<file path="src/rtl/stream_pkg.sv">
// Shared stream-block definitions: FSM state encoding and default widths.
// Reused by stream_burst_tx and future stream_burst_rx / checker blocks.
package stream_pkg;

  localparam int unsigned STREAM_DW    = 16;
  localparam int unsigned STREAM_LEN_W = 8;

  typedef enum logic [1:0] {
    IDLE = 2'd0,
    SEND = 2'd1,
    CSUM = 2'd2
  } state_t;

endpackage

</file>
<file path="src/rtl/stream_burst_tx.sv">
// Valid/ready burst transmitter: accepts a (start, len, step) descriptor and
// emits len+1 words start, start+step, ... on a valid/ready output stream.
// Optional feature macro STREAM_TX_CSUM_EN: append one checksum word (sum of
// all data words, mod 2^DW) carrying out_last after the final data word.
module stream_burst_tx
  import stream_pkg::*;
#(
  parameter int unsigned DW    = STREAM_DW,
  parameter int unsigned LEN_W = STREAM_LEN_W
) (
  input  logic             clk,
  input  logic             rst,
  input  logic             cmd_vld,
  output logic             cmd_rdy,
  input  logic [DW-1:0]    cmd_start,
  input  logic [LEN_W-1:0] cmd_len,
  input  logic [DW-1:0]    cmd_step,
  output logic             out_vld,
  input  logic             out_rdy,
  output logic [DW-1:0]    out_data,
  output logic             out_last,
  output logic             busy
);

  state_t           state, state_nxt;
  logic [LEN_W-1:0] remaining, remaining_nxt;
  logic [DW-1:0]    step, step_nxt;
  logic [DW-1:0]    data_nxt;
  logic             vld_nxt, last_nxt;
  logic             beat;
`ifdef STREAM_TX_CSUM_EN
  logic [DW-1:0]    sum, sum_nxt;
`endif

  assign beat = out_vld && out_rdy;

  // Next-state, datapath and command-ready decode.
  always_comb begin
    state_nxt     = state;
    remaining_nxt = remaining;
    step_nxt      = step;
    data_nxt      = out_data;
    vld_nxt       = out_vld;
    last_nxt      = out_last;
    cmd_rdy       = 1'b0;
`ifdef STREAM_TX_CSUM_EN
    sum_nxt       = sum;
`endif
    case (state)
      IDLE: begin
        cmd_rdy = 1'b1;
        if (cmd_vld) begin
          state_nxt     = SEND;
          remaining_nxt = cmd_len;
          step_nxt      = cmd_step;
          data_nxt      = cmd_start;
          vld_nxt       = 1'b1;
`ifdef STREAM_TX_CSUM_EN
          // The checksum word, not the final data word, closes the burst.
          last_nxt      = 1'b0;
          sum_nxt       = '0;
`else
          last_nxt      = (cmd_len == '0);
`endif
        end
      end
      SEND: begin
        if (beat) begin
`ifdef STREAM_TX_CSUM_EN
          sum_nxt = sum + out_data;
`endif
          if (remaining != '0) begin
            remaining_nxt = remaining - LEN_W'(1);
            data_nxt      = out_data + step;
`ifdef STREAM_TX_CSUM_EN
            last_nxt      = 1'b0;
`else
            last_nxt      = (remaining == LEN_W'(1));
`endif
          end else begin
`ifdef STREAM_TX_CSUM_EN
            state_nxt = CSUM;
            data_nxt  = sum + out_data;
            last_nxt  = 1'b1;
`else
            state_nxt = IDLE;
            data_nxt  = '0;
            vld_nxt   = 1'b0;
            last_nxt  = 1'b0;
`endif
          end
        end
      end
`ifdef STREAM_TX_CSUM_EN
      CSUM: begin
        if (beat) begin
          state_nxt = IDLE;
          data_nxt  = '0;
          vld_nxt   = 1'b0;
          last_nxt  = 1'b0;
        end
      end
`endif
      default: begin
        state_nxt = IDLE;
        data_nxt  = '0;
        vld_nxt   = 1'b0;
        last_nxt  = 1'b0;
      end
    endcase
  end

  // State, counters and registered outputs; reset discards any burst.
  always_ff @(posedge clk or posedge rst) begin
    if (rst) begin
      state     <= IDLE;
      remaining <= '0;
      step      <= '0;
      out_data  <= '0;
      out_vld   <= 1'b0;
      out_last  <= 1'b0;
      busy      <= 1'b0;
`ifdef STREAM_TX_CSUM_EN
      sum       <= '0;
`endif
    end else begin
      state     <= state_nxt;
      remaining <= remaining_nxt;
      step      <= step_nxt;
      out_data  <= data_nxt;
      out_vld   <= vld_nxt;
      out_last  <= last_nxt;
      busy      <= (state_nxt != IDLE);
`ifdef STREAM_TX_CSUM_EN
      sum       <= sum_nxt;
`endif
    end
  end

endmodule

</file>
<file path="config.mk">
export PLATFORM = sky130hd
export DESIGN_NAME = stream_burst_tx
export DESIGN_NICKNAME = d
export VERILOG_FILES = /design/src/rtl/stream_pkg.sv /design/src/rtl/stream_burst_tx.sv
export SDC_FILE = /design/constraint.sdc
export NUM_CORES = 1
export LEC_CHECK = 0
export CAP_MARGIN = 20
export CORE_MARGIN = 1
export CORE_UTILIZATION = 45
export CTS_BUF_LIST = sky130_fd_sc_hd__clkbuf_16
export DETAILED_ROUTE_END_ITERATION = 6
export PLACE_DENSITY = 0.8
export SLEW_MARGIN = 0
export SYNTH_ARGS = -nofsm -noshare
export SYNTH_HDL_FRONTEND = slang
export SYNTH_SLANG_ARGS = --single-unit
</file>
<file path="constraint.sdc">
create_clock -name clk -period 3.9 [get_ports clk]
set_clock_uncertainty 0.2 [all_clocks]
set_input_delay 0.39 -clock clk [delete_from_list [all_inputs] [get_ports clk]]
set_output_delay 0.39 -clock clk [all_outputs]
set_load 0.01 [all_outputs]
</file>
Fig. 1: logic cells by family
Drawn at 3 px/µm.
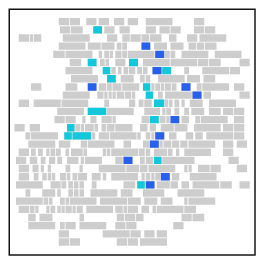
cyan -> AND-OR and OR-AND gates  # cells 16, most used a21o_1
blue -> XOR/XNOR gates  # cells 12, most used xnor2_1

Fig. 2: a small window of the routed layout
Window x 49 to 74, y 49 to 74 µm. Cells in grey, sequential cells in the stronger grey; small squares are vias.
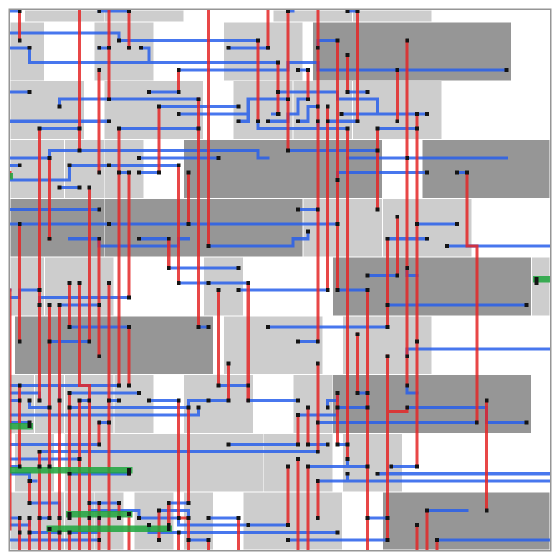
red -> met2
blue -> met1
green -> met3
cells with their middle in the window = 40
most frequent = dfrtp_1 (8)
sequential cells in the window = 8
netlist names of flops here include = `out_data` (4), `step` (4)

==> metrics.yaml <==
synth_top_flop_cell: "dfrtp_1"
holdPathEnd: "remaining[7]"
cap_violations: 0
edf_count: 0
wl_um: 6760
path_buffers: 0
worstSetupEndpointType: "flop"
rows: 28
cts_tree: "built"
placeableCoreArea_mm2: 0.00599
clk_share_pct: 4.33
antenna_left: 0
min_period_ps: 2470
r2r_slack_ps: 1430
drt-met1-wl_um: 3000
flop-count: 45
die_area_mm2: 0.00663
sh_seq_area_pct: 30.4
slew_viol_final: 0
cp_cell_sequence: "ha_1, fa_1, a21oi_1, o21ai_1, a311oi_2, o21ai_1, nor4_1, a211o_1"
port_buffers: 63
worst_pin_slew_ps: 577
diodes: 0
numSynthFlops: 45
overflow: 0
cp.arrival_ps: 2500
grt_usage_pct: 22.5
netlist_instances: 290
nNonClkBuffers: 66
finalSetupTns_ps: 0
status: "completed"
timing.rr.start: "out_data[0]"
grt_pass1_wl_um: 11500
hold_path.class: "reg2reg"
adder_share_pct: 8.20
yosysWarningCount: 0
vdd_ir_drop_max_uv: 238
ios: 64
grt_max_degree: 46
path_clk_slew_ps: 60
critPathMaxFanout: 3
common_cells: "45 x dfrtp_1, 25 x nor2_1, 21 x o21ai_0"
insertion_delay_ps: 280
ys_sh_simple_pct: 13.8
drt_iter0_drc: 229
fp_nets: 352
crit_top_cell: "o21ai_1"
worstPathRequired_ps: 3920
ys_sh_aoi_pct: 24.5
gp_congestion: 0.900
min_from: "remaining[7]"
buf_share_pct: 17.7
post-place-ws_ps: 1430
lay_top_count: "clkdlybuf4s50_1"
fp_util_pct: 47.4
synth_area_leader_cell: "dfrtp_1"
finalNetCount: 416
power.internal_mw: 1.12
postCtsHoldBufs: 0
hold_slack_ps: 289
yosysTopAreaCellShare_pct: 39.7
taps: 75
Fig. 3: sequential cells coloured by netlist name
Drawn at 6 px/µm. Other sequential cells in the stronger grey, the rest of the logic in the fainter grey.
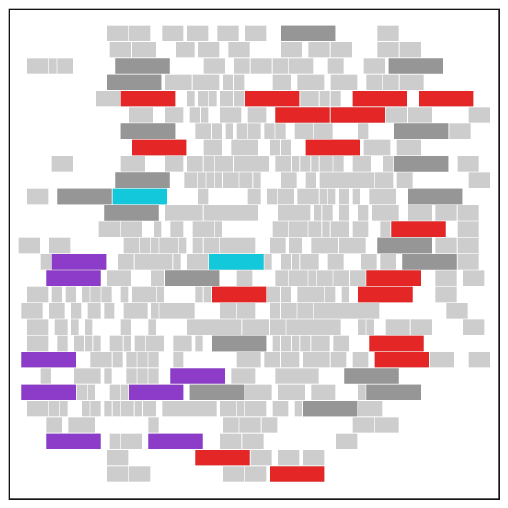
cyan -> `state`  # sequential cells 2
red -> `out_data`  # sequential cells 16
purple -> `remaining`  # sequential cells 8
not coloured = 19

Fig. 4: track usage over the die
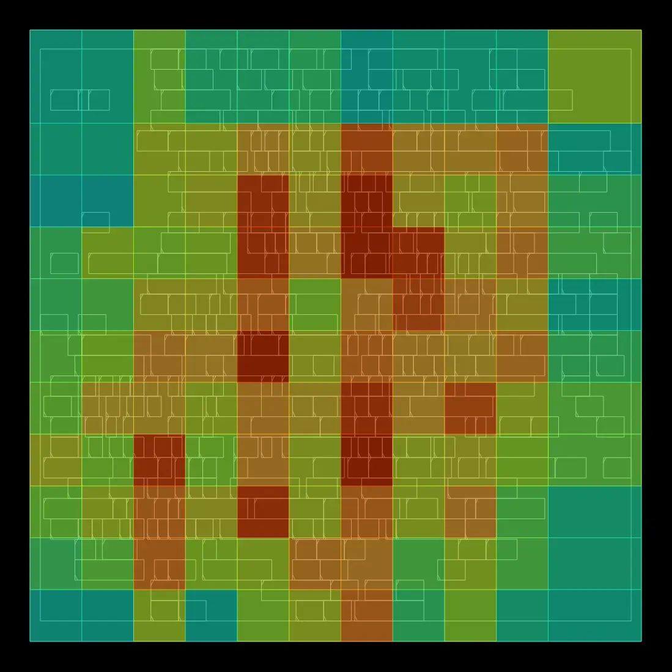
met3 GRT Util: 4.33%
M1 GR Usage: 29.3%

[power groups by stage]
stage / logic (mW) / clock network, mW / registers [mW]
after floorplan: 0.402 / 0 / 0.605
after global placement: 0.555 / 0 / 0.616
after detailed placement: 0.574 / 0 / 0.618
after CTS: 0.577 / 0.473 / 0.612
after global routing: 0.642 / 0.490 / 0.623
final: 0.580 / 0.465 / 0.612
[worst max-delay path by stage]
stage	cells past startpoint	startpoint	endpoint	slack [ps]
2_1_floorplan	7	out_data[0]	out_data[14]	1600
3_3_place_gp	5	cmd_vld	step[10]	1470
3_5_place_dp	5	cmd_vld	step[9]	1430
4_1_cts	2	state[1]	cmd_rdy	1440
5_1_grt	8	out_data[0]	out_data[14]	1210
6_report	8	out_data[0]	out_data[14]	1430
